logic_types.png
Bar = 20 µm.
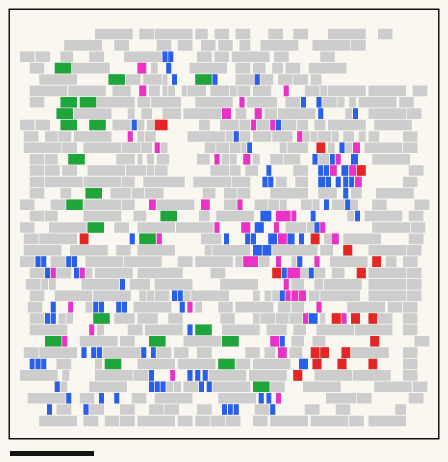
clk_routes.png
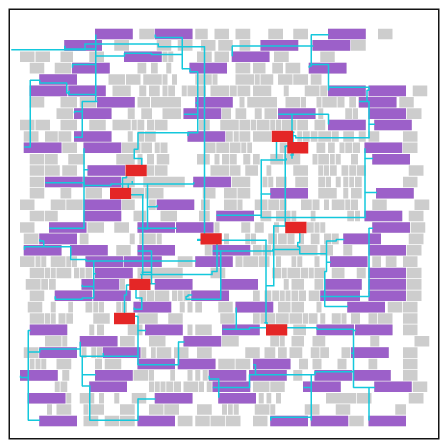
detail.png
Bar = 10 µm. Window x 39 to 64, y 18 to 43 µm. Cells in gray, sequential cells in the stronger gray; small squares are vias.
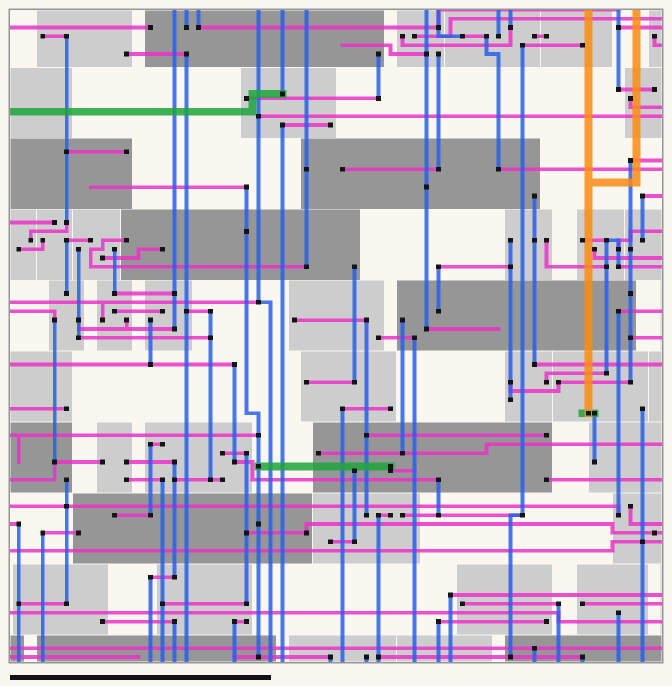
placement.png
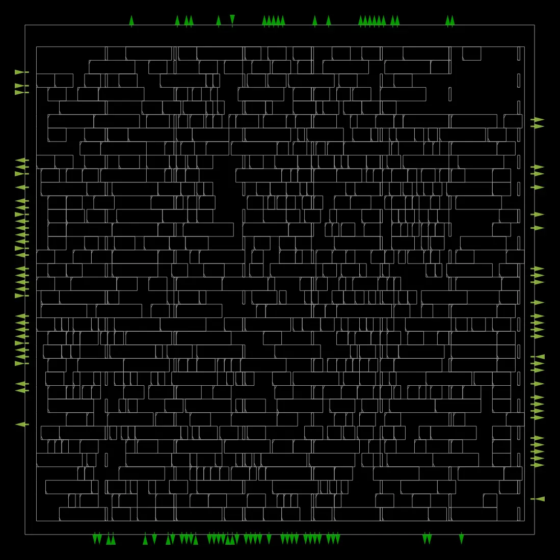
metal_density.png
The die is cut into 20 by 20 equal tiles; black is low, pale yellow is high, scaled to the fullest tile. Values are wire area over tile area, all layers added.
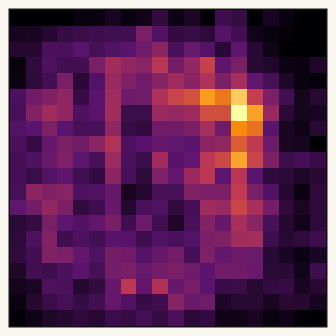
--- src/rtl/prga_decrypt_if.sv ---
// Memory-side bus of the RC4 PRGA stage: start handshake plus S, CT and PT memory ports.
// Handshake: a run starts on a rising edge where en=1 and rdy=1; en is ignored while rdy=0.
interface prga_decrypt_if;
    logic       en;
    logic       rdy;
    logic [7:0] s_addr;
    logic [7:0] s_rddata;
    logic [7:0] s_wrdata;
    logic       s_wren;
    logic [7:0] ct_addr;
    logic [7:0] ct_rddata;
    logic [7:0] pt_addr;
    logic [7:0] pt_wrdata;
    logic       pt_wren;

    modport master (
        input  en, s_rddata, ct_rddata,
        output rdy, s_addr, s_wrdata, s_wren, ct_addr, pt_addr, pt_wrdata, pt_wren
    );

    modport slave (
        output en, s_rddata, ct_rddata,
        input  rdy, s_addr, s_wrdata, s_wren, ct_addr, pt_addr, pt_wrdata, pt_wren
    );
endinterface

--- src/rtl/prga_decrypt.sv ---
// RC4 pseudo-random generation: decrypts a length-prefixed CT memory into PT memory,
// swapping the S permutation in place. Bus outputs are registered on entry to each state.
module prga_decrypt #(
    parameter logic [7:0] LEN_ADDR = 8'd0
) (
    input  logic                  clk,
    input  logic                  rst_n,
    prga_decrypt_if.master        bus,
    output logic [3:0]            dbg_state,
    output logic [7:0]            dbg_count_i,
    output logic [7:0]            dbg_count_j,
    output logic [39:0]           dbg_data
);

    typedef enum logic [3:0] {
        IDLE   = 4'd0,
        RDLEN1 = 4'd1,
        RDLEN2 = 4'd2,
        WRLEN  = 4'd3,
        INCI   = 4'd4,
        RDSI1  = 4'd5,
        RDSI2  = 4'd6,
        CALCJ  = 4'd7,
        RDSJ1  = 4'd8,
        RDSJ2  = 4'd9,
        WRSI   = 4'd10,
        WRSJ   = 4'd11,
        RDPK1  = 4'd12,
        RDPK2  = 4'd13,
        WRPT   = 4'd14
    } state_t;

    state_t     state;
    logic [7:0] count_i;
    logic [7:0] count_j;
    logic [7:0] len;
    logic [7:0] si;
    logic [7:0] sj;
    logic [7:0] pad;
    logic [7:0] ctb;

    assign dbg_state   = state;
    assign dbg_count_i = count_i;
    assign dbg_count_j = count_j;
    assign dbg_data    = {len, si, sj, pad, ctb};

    // Each transition loads the bus outputs the destination state must present,
    // so values that land on the same edge are taken straight from their source.
    always_ff @(posedge clk or negedge rst_n) begin
        if (!rst_n) begin
            state         <= IDLE;
            bus.rdy       <= 1'b1;
            bus.s_addr    <= 8'd0;
            bus.s_wrdata  <= 8'd0;
            bus.s_wren    <= 1'b0;
            bus.ct_addr   <= 8'd0;
            bus.pt_addr   <= 8'd0;
            bus.pt_wrdata <= 8'd0;
            bus.pt_wren   <= 1'b0;
            count_i       <= 8'd0;
            count_j       <= 8'd0;
            len           <= 8'd0;
            si            <= 8'd0;
            sj            <= 8'd0;
            pad           <= 8'd0;
            ctb           <= 8'd0;
        end else begin
            bus.s_addr    <= 8'd0;
            bus.s_wrdata  <= 8'd0;
            bus.s_wren    <= 1'b0;
            bus.ct_addr   <= 8'd0;
            bus.pt_addr   <= 8'd0;
            bus.pt_wrdata <= 8'd0;
            bus.pt_wren   <= 1'b0;
            case (state)
                IDLE: begin
                    if (bus.en) begin
                        state       <= RDLEN1;
                        bus.rdy     <= 1'b0;
                        bus.ct_addr <= LEN_ADDR;
                    end
                end
                RDLEN1: begin
                    count_i     <= 8'd0;
                    count_j     <= 8'd0;
                    bus.ct_addr <= LEN_ADDR;
                    state       <= RDLEN2;
                end
                RDLEN2: begin
                    len           <= bus.ct_rddata;
                    bus.pt_addr   <= LEN_ADDR;
                    bus.pt_wrdata <= bus.ct_rddata;
                    bus.pt_wren   <= 1'b1;
                    state         <= WRLEN;
                end
                WRLEN: begin
                    if (len == 8'd0) begin
                        state   <= IDLE;
                        bus.rdy <= 1'b1;
                    end else begin
                        state <= INCI;
                    end
                end
                INCI: begin
                    count_i    <= count_i + 8'd1;
                    bus.s_addr <= count_i + 8'd1;
                    state      <= RDSI1;
                end
                RDSI1: begin
                    bus.s_addr <= count_i;
                    state      <= RDSI2;
                end
                RDSI2: begin
                    si    <= bus.s_rddata;
                    state <= CALCJ;
                end
                CALCJ: begin
                    count_j    <= count_j + si;
                    bus.s_addr <= count_j + si;
                    state      <= RDSJ1;
                end
                RDSJ1: begin
                    bus.s_addr <= count_j;
                    state      <= RDSJ2;
                end
                RDSJ2: begin
                    sj           <= bus.s_rddata;
                    bus.s_addr   <= count_i;
                    bus.s_wrdata <= bus.s_rddata;
                    bus.s_wren   <= 1'b1;
                    state        <= WRSI;
                end
                WRSI: begin
                    bus.s_addr   <= count_j;
                    bus.s_wrdata <= si;
                    bus.s_wren   <= 1'b1;
                    state        <= WRSJ;
                end
                WRSJ: begin
                    bus.s_addr  <= si + sj;
                    bus.ct_addr <= count_i;
                    state       <= RDPK1;
                end
                RDPK1: begin
                    bus.s_addr  <= si + sj;
                    bus.ct_addr <= count_i;
                    state       <= RDPK2;
                end
                RDPK2: begin
                    pad           <= bus.s_rddata;
                    ctb           <= bus.ct_rddata;
                    bus.pt_addr   <= count_i;
                    bus.pt_wrdata <= bus.s_rddata ^ bus.ct_rddata;
                    bus.pt_wren   <= 1'b1;
                    state         <= WRPT;
                end
                WRPT: begin
                    // count_i never wraps: the last byte index equals len.
                    if (count_i == len) begin
                        state   <= IDLE;
                        bus.rdy <= 1'b1;
                    end else begin
                        state <= INCI;
                    end
                end
                default: begin
                    state   <= IDLE;
                    bus.rdy <= 1'b1;
                end
            endcase
        end
    end

endmodule

--- src/flat_wrapper.sv ---
// flat-port wrapper written by rule: the top's interface ports become plain ports
module prga_decrypt_flat 
#(
    parameter logic [7:0] LEN_ADDR = 8'd0
)
  (clk, rst_n, dbg_state, dbg_count_i, dbg_count_j, dbg_data, bus_en, bus_s_rddata, bus_ct_rddata, bus_rdy, bus_s_addr, bus_s_wrdata, bus_s_wren, bus_ct_addr, bus_pt_addr, bus_pt_wrdata, bus_pt_wren);
  prga_decrypt_if bus_i ();
  input  logic clk;
  input  logic rst_n;
  output logic [3:0] dbg_state;
  output logic [7:0] dbg_count_i;
  output logic [7:0] dbg_count_j;
  output logic [39:0] dbg_data;
  input wire logic [$bits(bus_i.en)-1:0] bus_en;
  input wire logic [$bits(bus_i.s_rddata)-1:0] bus_s_rddata;
  input wire logic [$bits(bus_i.ct_rddata)-1:0] bus_ct_rddata;
  output wire logic [$bits(bus_i.rdy)-1:0] bus_rdy;
  output wire logic [$bits(bus_i.s_addr)-1:0] bus_s_addr;
  output wire logic [$bits(bus_i.s_wrdata)-1:0] bus_s_wrdata;
  output wire logic [$bits(bus_i.s_wren)-1:0] bus_s_wren;
  output wire logic [$bits(bus_i.ct_addr)-1:0] bus_ct_addr;
  output wire logic [$bits(bus_i.pt_addr)-1:0] bus_pt_addr;
  output wire logic [$bits(bus_i.pt_wrdata)-1:0] bus_pt_wrdata;
  output wire logic [$bits(bus_i.pt_wren)-1:0] bus_pt_wren;
  assign bus_i.en = bus_en;
  assign bus_i.s_rddata = bus_s_rddata;
  assign bus_i.ct_rddata = bus_ct_rddata;
  assign bus_rdy = bus_i.rdy;
  assign bus_s_addr = bus_i.s_addr;
  assign bus_s_wrdata = bus_i.s_wrdata;
  assign bus_s_wren = bus_i.s_wren;
  assign bus_ct_addr = bus_i.ct_addr;
  assign bus_pt_addr = bus_i.pt_addr;
  assign bus_pt_wrdata = bus_i.pt_wrdata;
  assign bus_pt_wren = bus_i.pt_wren;
  prga_decrypt #(.LEN_ADDR(LEN_ADDR)) u_core (.clk(clk), .rst_n(rst_n), .bus(bus_i), .dbg_state(dbg_state), .dbg_count_i(dbg_count_i), .dbg_count_j(dbg_count_j), .dbg_data(dbg_data));
endmodule
--- config.mk ---
export PLATFORM = sky130hd
export DESIGN_NAME = prga_decrypt_flat
export DESIGN_NICKNAME = d
export VERILOG_FILES = /design/src/rtl/prga_decrypt_if.sv /design/src/rtl/prga_decrypt.sv /design/src/flat_wrapper.sv
export SDC_FILE = /design/constraint.sdc
export NUM_CORES = 1
export LEC_CHECK = 0
export CAP_MARGIN = 10
export CORE_MARGIN = 2
export CORE_UTILIZATION = 50
export DETAILED_ROUTE_END_ITERATION = 12
export GPL_ROUTABILITY_DRIVEN = 0
export HOLD_SLACK_MARGIN = 0.05
export PLACE_DENSITY_LB_ADDON = 0.1
export SYNTH_ARGS = -nofsm -noshare
export SYNTH_HDL_FRONTEND = slang
export SYNTH_SLANG_ARGS = --single-unit
--- constraint.sdc ---
create_clock -name clk -period 3.05 [get_ports clk]
set_input_delay 0.61 -clock clk [delete_from_list [all_inputs] [get_ports clk]]
set_output_delay 0.61 -clock clk [all_outputs]
set_load 0.01 [all_outputs]
==> out/results.tsv <==
metric	value	unit
final setup skew	0.01993	ns
most frequent logic cells in the routed design	120 x clkdlybuf4s50_1, 102 x dfrtp_1, 89 x nand2_1	
crit path launch type	flop	
Logic cell area	0.002136	mm²
worst r2r path cells	6	
largest net degree at the start of global routing	54	
Syn Inst Count	465	
Reg area	0.002579	mm²
post-cts resize count	0	
post-CTS setup buffers	0	
Yosys cell types	49	
buffers plus inverters on the worst setup path	1	
Vias/cell	5.536	
area grow syn2layout	32.22	%
GRT Util Overall	25.47	%
crit end category	output port	
Final #Nets	618	
total grt overflow	0	
sequential area share after synthesis	53.38	%
Leakage	0.002887	µW
share of cells above drive strength 1	9.029	%
YS warnings	0	
WS Path Type	reg -> out	
status	completed	
critical path depth	1	
area share of and-or/or-and cells after synthesis	14.50	%
vias in the first global route	3830	
FP Rows	35	
Seq area share	40.37	%
flip-flops with a built-in enable	0	
About logic_types.png:
[red] and/or cells | cells: 20 | most used: and3_1
[magenta] nor cells | cells: 51 | most used: nor2_1
[blue] nand cells | cells: 100 | most used: nand2_1 | where: spread over the die
[green] mux cells | cells: 22 | most used: mux2_2

About clk_routes.png:
[cyan] clock wires | length: 1200 µm
[purple] flip-flops | count: 103
[red] clock drivers | count: 9
flops lie: spread over the die

About detail.png:
[magenta] metal 1
[orange] metal 4
[green] metal 3
[blue] metal 2
netlist names of flops here include: u_core.dbg_state (2), u_core.len (2)
cells with their middle in the window: 36
sequential cells in the window: 7
most frequent: clkdlybuf4s50_1 (9), dfrtp_1 (7), o21ai_0 (5)

About placement.png:
core area: 0.009328 mm²
Filler cells: 735

About metal_density.png:
emptiest ninth of the die: bottom right
nearly empty tiles: 4.8%
fullest tile: 0.85
mean over tiles: 0.20
tiles over half the peak: 5.0%

==> synthesized netlist by cell type, drive strengths merged, types with 3 or more instances <==
| master | number | share of area, % |
|---|---|---|
| a211oi | 5 | 0.88 |
| a21o | 11 | 1.7 |
| a21oi | 12 | 1.2 |
| a221o | 3 | 0.62 |
| a221oi | 4 | 0.73 |
| a22o | 9 | 1.6 |
| and2 | 8 | 1.0 |
| and3 | 9 | 1.2 |
| buf | 11 | 1.2 |
| clkbuf | 9 | 0.73 |
| dfrtp | 102 | 53 |
| ha | 15 | 3.9 |
| inv | 6 | 0.47 |
| mux2 | 22 | 5.1 |
| nand2 | 89 | 6.9 |
| nand2b | 4 | 0.52 |
| nand3 | 4 | 0.41 |
| nor2 | 32 | 2.6 |
| nor2b | 3 | 0.39 |
| nor3 | 13 | 1.6 |
| o211ai | 4 | 0.62 |
| o21ai | 42 | 4.4 |
| o21bai | 4 | 0.62 |
| or2 | 3 | 0.44 |
| xnor2 | 19 | 3.4 |
| xor2 | 3 | 0.54 |
==> per-layer routing <==
metal	up-vias	part of all wire (%)
met2	159	47
met5	-	0
met4	0	2.1
met3	22	6.3
met1	1933	44
li1	1850	-
==> worst register-to-register path, delay by kind of cell, from the launching register on <==
family | cells | cell delay, ns
simple gates | 4 | 1.26
flops | 1 | 0.62
compound gates | 2 | 0.33
==> cell families (layout without fill, tap and decap cells) <==
logic type / count (synthesis) / count (layout)
mux: 22 / 22
fa+ha+maj: 17 / 17
buf+inv: 26 / 148
simple gates: 171 / 171
xor+xnor: 22 / 22
compound gates: 104 / 104
flops: 103 / 103
Power and IR drop assume default switching activity.
